run_1/clocks.png
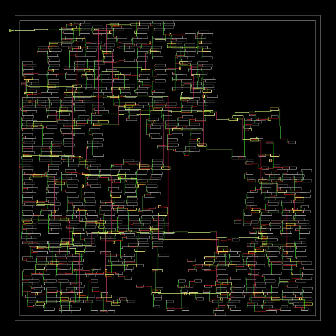
run_1/clk_routes.png
(2 px per µm)
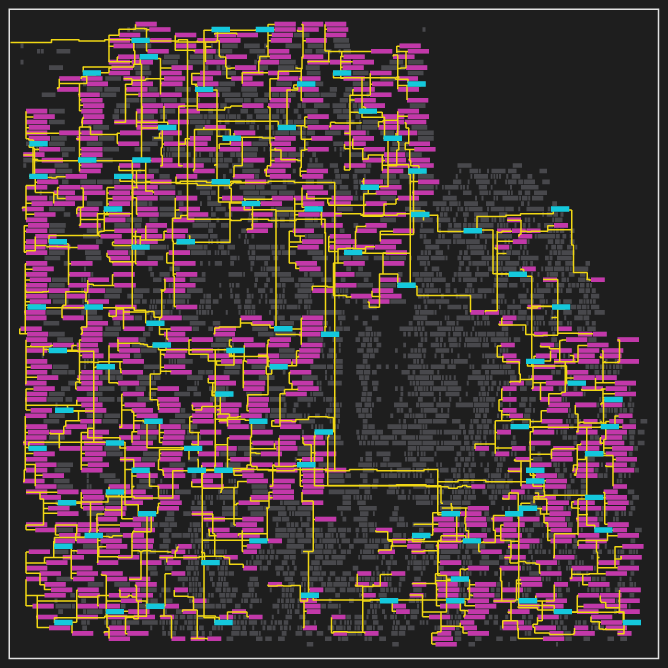
run_1/placement_by_type.png
(1 px per µm) Fill, decap, tap and diode cells in grey.
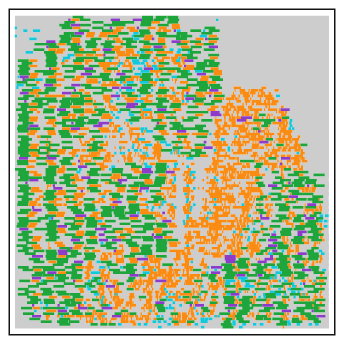
==> config.mk <==
export PLATFORM = sky130hd
export DESIGN_NAME = matvec_engine
export DESIGN_NICKNAME = d
export VERILOG_FILES = /design/src/rtl/matvec_pkg.sv /design/src/rtl/matvec_engine_mac_lane.sv /design/src/rtl/matvec_engine.sv
export SDC_FILE = /design/constraint.sdc
export NUM_CORES = 1
export LEC_CHECK = 0
export ABC_AREA = 0
export ABC_CLOCK_PERIOD_IN_PS = 7700
export CAP_MARGIN = 20
export CORE_MARGIN = 5
export CORE_UTILIZATION = 45
export CTS_CLUSTER_SIZE = 40
export DETAILED_ROUTE_END_ITERATION = 12
export GPL_TIMING_DRIVEN = 0
export HOLD_SLACK_MARGIN = 0.12
export PLACE_DENSITY_LB_ADDON = 0.15
export SETUP_SLACK_MARGIN = 0.05
export SKIP_CTS_REPAIR_TIMING = 1
export SYNTH_ARGS = -nofsm -noshare
export SYNTH_HDL_FRONTEND = slang
export SYNTH_SLANG_ARGS = --single-unit
export TNS_END_PERCENT = 30
==> constraint.sdc <==
create_clock -name clk -period 7.7 [get_ports clk]
set_clock_uncertainty 0.2 [all_clocks]
set_input_delay 1.54 -clock clk [delete_from_list [all_inputs] [get_ports clk]]
set_output_delay 1.54 -clock clk [all_outputs]
set_load 0.1 [all_outputs]
==> flow_metrics.env <==
# physical design summary
export IMPL_outcome="finished, violations left"
export IMPL_failing_checks="negative setup slack"
export IMPL_critical_path_max_stage_delay_ns=0.55
export IMPL_globalRouteTotalUtil_pct=28.2
export IMPL_multiInputGateArea_um2=19800
export IMPL_worst_hold_path_type="flop to flop"
export IMPL_pwr_density_cell_nw_per_um2=235
export IMPL_drive_gt1_share_pct=23.7
export IMPL_clock_tree_from_tritoncts="built"
export IMPL_synth_edff_count=728
export IMPL_ys_chip_area_um2=44300
export IMPL_hpwl_reported_at_the_end_of_detailed_placement_um=109000
export IMPL_ff_latch_area_um2=23900
export IMPL_worst_r2r_setup_slack_ns=-1.12
export IMPL_drtIter0Drc=3420
export IMPL_worst_path_most_repeated_cell="sky130_fd_sc_hd__fa_1"
export IMPL_grt_start_max_net_pins=49
export IMPL_floorplan_core_area_um2=98100
export IMPL_critical_path_endpoint_type="flop"
export IMPL_nFillCells=8100
export IMPL_layout_buffer_nonclock_area_share_pct=5.34
export IMPL_max_freq_ghz=0.113
export IMPL_global_route_wire_length_before_repair_um=212000
export IMPL_dominant_cells="flip-flops and latches"
export IMPL_synthCells=3216
export IMPL_die_h_um=324
export IMPL_max_vdd_ir_drop_v=0.000195
export IMPL_post_drt_via_cell_ratio=6.30
export IMPL_worst_r2r_cell_count=35
export IMPL_cts_buffer_depth=3
export IMPL_synthFlopType="sky130_fd_sc_hd__edfxtp_1"
export IMPL_final_antenna_violating_net_count=0
export IMPL_first_pass_drt_iterations=8
export IMPL_drt_wirelength_per_cell_um=31.0
export IMPL_critPathMaxFanout=8
export IMPL_clock_tree_root_cell="sky130_fd_sc_hd__clkbuf_16"
export IMPL_post_synth_instance_area_um2=44300
export IMPL_whs_path_depth=2
export IMPL_antenna_violations_before_repair=0
export IMPL_nFlopsAndLatches=831
export IMPL_multi_input_logic_portion_of_the_cell_area_pct=38.0
export IMPL_timing_critical_path_buf_inv=11
export IMPL_critical_path_depth=35
export IMPL_yosys_warnings=0
export IMPL_cpMaxStageDelayCell="sky130_fd_sc_hd__fa_1"
export IMPL_antenna_diode_count=1
export IMPL_final_clk_cell_share_pct=5.81
export IMPL_synth_flops=831
export IMPL_dr_total_vias=30357
export IMPL_crit_family="adder cells"
export IMPL_layout_worst_path_cycle_share_pct=115
export IMPL_finalCriticalPeriod_ns=8.82
export IMPL_n_tap_cell=1287
export IMPL_slew_hr_pct=26.2
export IMPL_area_growth_syn_to_layout_pct=17.3
export IMPL_num_multi_input_gates=1956
export IMPL_floorplan_die_area_um2=105000
export IMPL_crit_arrival_ns=9.18
export IMPL_synth_yosys_num_cells=3216
export IMPL_setup_tns_final_ns=-20.05
export IMPL_netlist_cell_type_count=72
export IMPL_worst_slew_pin_slew_ns=1.10
export IMPL_timing_setup_critical_path_class="flop to flop"
export IMPL_critPathLaunchType="flop"
export IMPL_port_buffers=43
export IMPL_minimum_setup_slack_in_the_final_design_ns=-1.12
export IMPL_h_tree_depth=3
export IMPL_gpl_wtd_cong=1.01
export IMPL_grt_pass1_vias=29648
export IMPL_initCoreUtil_pct=45.2
export IMPL_non_clock_buffer_count=344
export IMPL_rsz0062_at_grt="true"
export IMPL_clk_transition_reported_paths_ns=0.06
export IMPL_largest_register_ffs=512
export IMPL_detailed_place_area_um2=47400
export IMPL_io_pins=44
export IMPL_setup_viols_final=28
export IMPL_finalWirelength_um=150000
export IMPL_synth_yosys_seq_area_share_pct=53.9
export IMPL_number_of_warnings_in_the_stage_logs=38
export IMPL_finalMaxSlewViolations=0
export IMPL_layout_cells_most_common="sky130_fd_sc_hd__edfxtp_1"
export IMPL_post_route_drc_count=0
export IMPL_fp_dieW_um=324
export IMPL_drv_max_cap_violation_count=0
export IMPL_hold_viol_final=0
export IMPL_power_leakage_nw=18.6
export IMPL_most_common_layout_cells="sky130_fd_sc_hd__edfxtp_1 (728), sky130_fd_sc_hd__mux4_2 (272), sky130_fd_sc_hd__nand2_1 (261), sky130_fd_sc_hd__inv_1 (228), sky130_fd_sc_hd__nor2_1 (187)"
export IMPL_final_nets=3723
About clocks.png:
clock sink total: 831
clk pwr: 4.44 mW
Inserted Clock Buffers: 90
later-pin clock latency in the skew report: 0.70 ns
Layout clock buffers: 110

About clk_routes.png:
clock drivers: marked cyan, count 90. flip-flops: marked magenta, count 831. clock wires: marked yellow, length 10700 µm.
Position of the flops: spread over the die.
power share of the clock group: 36.4%

About placement_by_type.png:
remaining buffers and delay cells: marked cyan, cells 344. combinational and other logic: marked orange, cells 2192. clock drivers and dummy loads: marked purple, cells 166. sequential cells: marked green, cells 831.
final core area utilization: 53.0%
number of standard-cell rows in the floorplan: 115
post-route cell area: 52000 µm²
share of cell area taken by flip-flops and latches: 46.0%

## run 1: report_power, final
| part | internal (mW) | switching (mW) | total, mW |
|---|---|---|---|
| clock | 2.56 | 1.88 | 4.44 |
| sequential | 4.89 | 0.00593 | 4.89 |
| combinational | 1.24 | 1.63 | 2.87 |
## run 1: cells in the mapped netlist, types with 9 or more instances
master / count / area (µm²)
sky130_fd_sc_hd__clkbuf_1: 107 / 402
sky130_fd_sc_hd__o22ai_1: 20 / 125
sky130_fd_sc_hd__nor2_1: 192 / 721
sky130_fd_sc_hd__a21o_1: 13 / 97.6
sky130_fd_sc_hd__inv_1: 235 / 882
sky130_fd_sc_hd__o211a_1: 16 / 160
sky130_fd_sc_hd__nor3b_1: 14 / 105
sky130_fd_sc_hd__a211o_1: 10 / 87.6
sky130_fd_sc_hd__o211ai_1: 18 / 135
sky130_fd_sc_hd__ha_1: 133 / 1660
sky130_fd_sc_hd__edfxtp_1: 728 / 21900
sky130_fd_sc_hd__o21a_1: 22 / 165
sky130_fd_sc_hd__mux2i_1: 68 / 681
sky130_fd_sc_hd__a311oi_1: 17 / 149
sky130_fd_sc_hd__dfxtp_1: 103 / 2060
sky130_fd_sc_hd__buf_6: 12 / 135
sky130_fd_sc_hd__nand3_1: 82 / 410
sky130_fd_sc_hd__nor2b_1: 15 / 93.8
sky130_fd_sc_hd__buf_4: 13 / 97.6
sky130_fd_sc_hd__xnor2_1: 43 / 377
sky130_fd_sc_hd__or3_1: 25 / 156
sky130_fd_sc_hd__and2_1: 14 / 87.6
sky130_fd_sc_hd__o21ai_0: 33 / 165
sky130_fd_sc_hd__fa_1: 113 / 2260
sky130_fd_sc_hd__mux4_2: 272 / 6130
sky130_fd_sc_hd__a21oi_1: 80 / 400
sky130_fd_sc_hd__buf_1: 11 / 41.3
sky130_fd_sc_hd__nor3_1: 96 / 480
sky130_fd_sc_hd__and3_1: 83 / 519
sky130_fd_sc_hd__a311o_1: 16 / 160
sky130_fd_sc_hd__xor2_1: 19 / 166
sky130_fd_sc_hd__a211oi_1: 101 / 758
sky130_fd_sc_hd__nand2b_1: 9 / 56.3
sky130_fd_sc_hd__nand2_1: 263 / 987
sky130_fd_sc_hd__buf_2: 53 / 265
sky130_fd_sc_hd__mux2_2: 24 / 270
sky130_fd_sc_hd__a31oi_1: 67 / 419
## run 1: per-layer routing
metal | GRT usage [%] | routed length [µm]
met1 | 37.2 | 57600
met2 | 44.9 | 69200
met3 | 6.62 | 14300
met4 | 12.6 | 8500
met5 | 0 | 0
## run 1: through the flow
stage                     power [mW]  cells  hold slack, ns  setup slack (ns)  utilization, %
after floorplan                 6.75   3218           0.244            -0.198               -
final                           12.2   4821           0.283             -1.12            53.0
after CTS                       11.8   4753           0.277             -2.61            51.3
after detailed placement        7.42   4587           0.271             -2.52            48.3
after global placement          7.38   4548           0.254             -2.49            47.7
after global routing            12.7   4820           0.313             -1.30            53.0
## run 1: cells by family after synthesis
group	after synthesis	share of synthesized area (%)
DFF	831	53.9
and+or+nand+nor	829	8.75
AOI/OAI and AO/OA	450	7.13
buffers and inverters	432	4.12
muxes	364	16.0
adders and majority gates	246	8.85
xor gates and xnor gates	62	1.22
other	2	0.0169
No activity file was given, so power comes from the tool's default toggle rates.
